Run 1, where the registers sit:
(6 px per um) Other sequential cells in the stronger grey, the rest of the logic in the fainter grey.
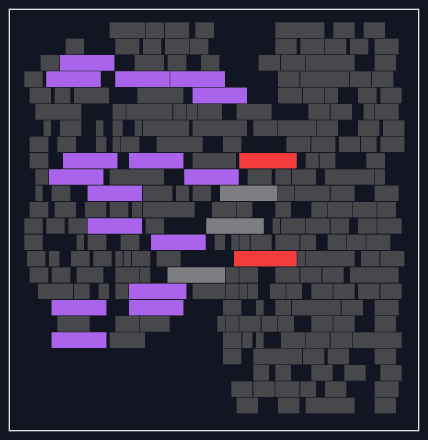
Run 1, gate families picked out:
(6 px per um)
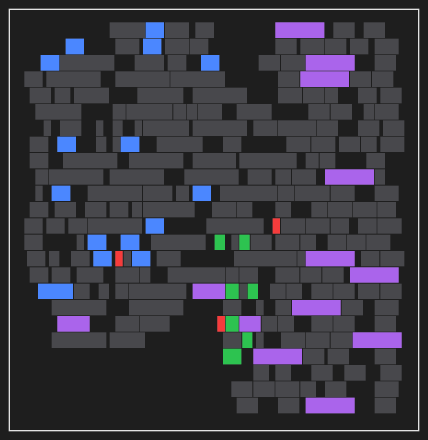
Run 1, met2 routing:
(4 px per um)
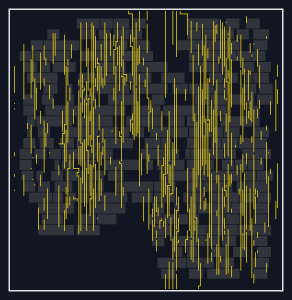
File: src/rtl/axis_rr_arbiter.sv
// Packet-level round-robin arbiter that merges N_PORTS AXI-stream inputs onto one output.
// The grant locks for the whole packet; the data path is purely combinational.
module axis_rr_arbiter #(
  parameter int unsigned N_PORTS = 4,
  parameter int unsigned DATA_W  = 8,
  parameter int unsigned CNT_W   = 16
) (
  input  logic                        clk,
  input  logic                        reset_n,
  input  logic [N_PORTS*DATA_W-1:0]   s_data,
  input  logic [N_PORTS-1:0]          s_valid,
  input  logic [N_PORTS-1:0]          s_last,
  output logic [N_PORTS-1:0]          s_ready,
  output logic [DATA_W-1:0]           m_data,
  output logic                        m_valid,
  output logic                        m_last,
  input  logic                        m_ready,
  output logic [$clog2(N_PORTS)-1:0]  grant_id,
  output logic                        busy,
  output logic [CNT_W-1:0]            pkt_count
);

  localparam int unsigned GW = $clog2(N_PORTS);

  localparam logic [0:0] IDLE = 1'b0;
  localparam logic [0:0] PASS = 1'b1;

  logic [0:0]       state_q, state_d;
  logic [GW-1:0]    grant_q, grant_d;
  logic [GW-1:0]    last_ptr_q, last_ptr_d;
  logic [CNT_W-1:0] cnt_q, cnt_d;

  logic             pick_valid;
  logic [GW-1:0]    pick;

  // First requester after last_ptr, wrapping; the port that just finished is searched last.
  always_comb begin
    int unsigned idx;
    logic [GW-1:0] cand;
    pick_valid = 1'b0;
    pick       = '0;
    idx        = 0;
    cand       = '0;
    for (int unsigned i = 1; i <= N_PORTS; i++) begin
      idx  = (32'(last_ptr_q) + i) % N_PORTS;
      cand = GW'(idx);
      if (!pick_valid && s_valid[cand]) begin
        pick_valid = 1'b1;
        pick       = cand;
      end
    end
  end

  always_comb begin
    m_data  = '0;
    m_valid = 1'b0;
    m_last  = 1'b0;
    s_ready = '0;
    if (state_q == PASS) begin
      m_data           = s_data[32'(grant_q)*DATA_W +: DATA_W];
      m_valid          = s_valid[grant_q];
      m_last           = s_last[grant_q];
      s_ready[grant_q] = m_ready;
    end
  end

  always_comb begin
    state_d    = state_q;
    grant_d    = grant_q;
    last_ptr_d = last_ptr_q;
    cnt_d      = cnt_q;
    case (state_q)
      IDLE: begin
        if (pick_valid) begin
          grant_d = pick;
          state_d = PASS;
        end
      end
      PASS: begin
        if (m_valid && m_ready && m_last) begin
          state_d    = IDLE;
          last_ptr_d = grant_q;
          cnt_d      = cnt_q + CNT_W'(1);
        end
      end
      default: state_d = IDLE;
    endcase
  end

  always_ff @(posedge clk or negedge reset_n) begin
    if (!reset_n) begin
      state_q    <= IDLE;
      grant_q    <= '0;
      last_ptr_q <= GW'(N_PORTS - 1);
      cnt_q      <= '0;
    end else begin
      state_q    <= state_d;
      grant_q    <= grant_d;
      last_ptr_q <= last_ptr_d;
      cnt_q      <= cnt_d;
    end
  end

  assign grant_id  = grant_q;
  assign busy      = (state_q == PASS);
  assign pkt_count = cnt_q;

endmodule

File: config.mk
export PLATFORM = sky130hd
export DESIGN_NAME = axis_rr_arbiter
export DESIGN_NICKNAME = d
export VERILOG_FILES = /design/src/rtl/axis_rr_arbiter.sv
export SDC_FILE = /design/constraint.sdc
export NUM_CORES = 1
export LEC_CHECK = 0
export CAP_MARGIN = 20
export CORE_AREA = 2 2 66 68
export DETAILED_ROUTE_END_ITERATION = 10
export DIE_AREA = 0 0 68 70
export GPL_TIMING_DRIVEN = 1
export PLACE_DENSITY = 0.74
export SETUP_SLACK_MARGIN = 0.4
export SLEW_MARGIN = 5
export SYNTH_ARGS = -nofsm -noshare
export SYNTH_HDL_FRONTEND = slang
export SYNTH_SLANG_ARGS = --single-unit
File: constraint.sdc
create_clock -name clk -period 1.8 [get_ports clk]
set_input_delay 0.27 -clock clk [delete_from_list [all_inputs] [get_ports clk]]
set_output_delay 0.27 -clock clk [all_outputs]
set_load 0.02 [all_outputs]
==> out/qor.txt, run 1 <==
status = finished with violations
failing checks = negative setup slack
clkbuf count = 3
Post-synth mux share = 19.3%
post-cts sizing count = 138
post-synthesis adder-cell area fraction = 0.939%
Slew HR = 61.7%
r2r worst-path depth = 9
DRC viols = 0
initial antenna violation count = 0
most frequent cells in the layout = 42 x clkdlybuf4s50_1, 33 x buf_6, 17 x buf_4
busiest layer in global routing = met2
R2R Path End = last_ptr_q[0]
Slew Limit Fails = 0
M1 WL = 1670 um
GPL Wtd Cong = 0.738
Yosys Warn Count = 0
clk sinks = 21
worst-path fanout max = 8
yosys simple share = 22.2%
Largest register FFs = 16
met1 Track Usage GR = 19.7%
Starting DRT DRC Count = 28
pin count of the biggest net entering global routing = 22
RSZ-0062 raised after global routing = yes
Final setup viols = 30
antenna viol nets, final = 0
final worst setup slack = -0.251 ns
met2 usage = 32.3%
drt pass-1 iters = 4
root buf cell = clkbuf_8
clk pwr = 0.000316 W
dpl hpwl = 3000 um
Setup crit start = grant_id[0]
syn avg cell area = 10.8 um^2
critical path required time = 2.00 ns
tool warnings = 29
Hold Slack = 0.334 ns
## Picture notes: 'where the registers sit'
- red: grant_id (sequential cells 2)
- purple: pkt_count (sequential cells 16)
- not coloured: 3
Flop area: 536 um^2
Sequential Power: 0.000737 W

## Picture notes: 'gate families picked out'
- green: inverting AOI/OAI gates (cells 7)
- blue: XOR/XNOR gates (cells 15)
- purple: multiplexers (cells 13)
- red: inverters (cells 3)

## Picture notes: 'met2 routing'
- nets with wire on the layer: 258
- share of all routed wire: 51%
- wire length on this layer: 2360 um
- longest straight run: 35.7 um
- main direction: vertical

==> run 2: changes to the inputs <==
--- a/config.mk
+++ b/config.mk
@@ -16,3 +16,4 @@
 export SYNTH_ARGS = -nofsm -noshare
 export SYNTH_HDL_FRONTEND = slang
 export SYNTH_SLANG_ARGS = --single-unit
+export TNS_END_PERCENT = 20
==> out/qor.txt, run 2 <==
status = finished with violations
failing checks = negative setup slack
pin count of the biggest net entering global routing = 22 (unchanged)
Buffers, non-clock = 99
R2R Path End = pkt_count[1]
Slew HR = 71.6% (+9.9 points)
clk pwr = 0.000315 W (about the same)
most frequent cells in the layout = 42 x clkdlybuf4s50_1, 22 x buf_4, 17 x dlygate4sd2_1
met2 usage = 29.4% (-2.8 points)
root buf cell = clkbuf_8
Yosys Warn Count = 0 (unchanged)
drt pass-1 iters = 4 (unchanged)
Top class by area = non-clock buffers
GPL Wtd Cong = 0.808 (+9.4%)
clk sinks = 21 (unchanged)
Flop area = 534 um^2 (-0.23%)
final worst setup slack = -0.181 ns (+0.0703 ns)
Starting DRT DRC Count = 50 (+79%)
Sequential Power = 0.000748 W (+1%)
worst-path fanout max = 8 (unchanged)
Hold Slack = 0.342 ns (+0.00798 ns)
critical path required time = 1.95 ns (-0.05 ns)
Non-clk invs = 3
antenna viol nets, final = 0 (unchanged)
Final setup viols = 28 (-6.7%)
post-cts sizing count = 93 (-33%)
DRC viols = 0 (unchanged)
busiest layer in global routing = met2
M1 WL = 1780 um (+7.0%)
RSZ-0062 raised after global routing = yes
initial antenna violation count = 0 (unchanged)
total negative setup slack = -3.05 ns
Slew Limit Fails = 0 (unchanged)
Largest register FFs = 16 (unchanged)
Post-synth mux share = 19.3% (unchanged)
r2r worst-path depth = 7 (-2)
clkbuf count = 3 (unchanged)
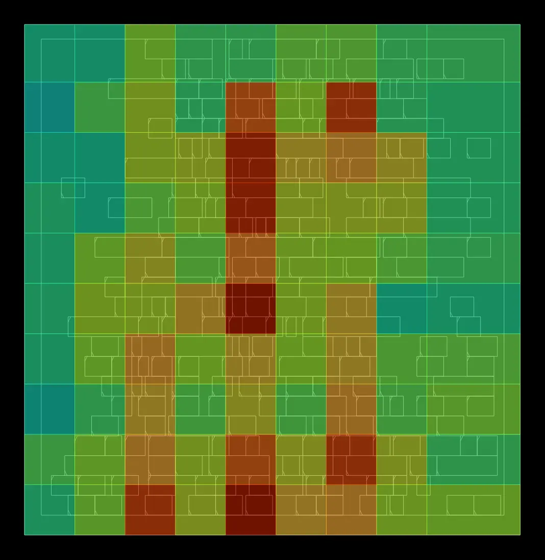
Run 2: routing congestion map
share of the core filled with cells: 60.2%
met1 Track Usage GR: 22.5%

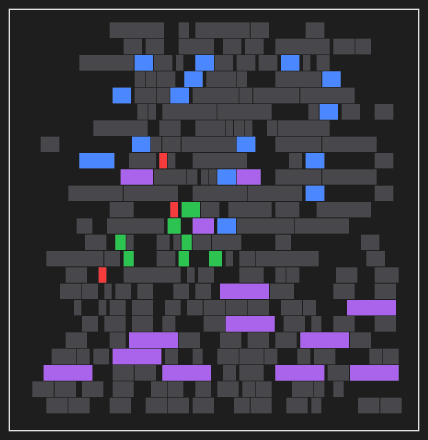
Run 2: gate families picked out
(6 px per um)
- purple: multiplexers (cells 13)
- red: inverters (cells 3)
- blue: XOR/XNOR gates (cells 15)
- green: inverting AOI/OAI gates (cells 7; where centre)

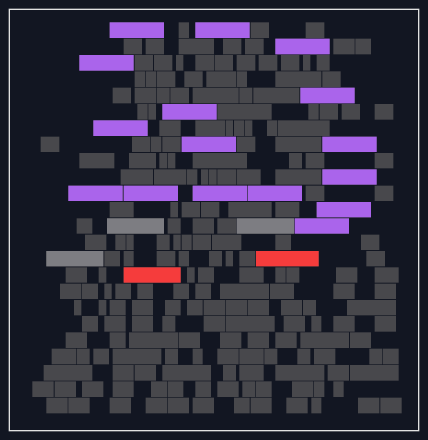
Run 2: where the registers sit
(6 px per um) Other sequential cells in the stronger grey, the rest of the logic in the fainter grey.
- red: grant_id (sequential cells 2)
- purple: pkt_count (sequential cells 16)

Power figures rest on the tool's default switching activity, not on a simulated workload.
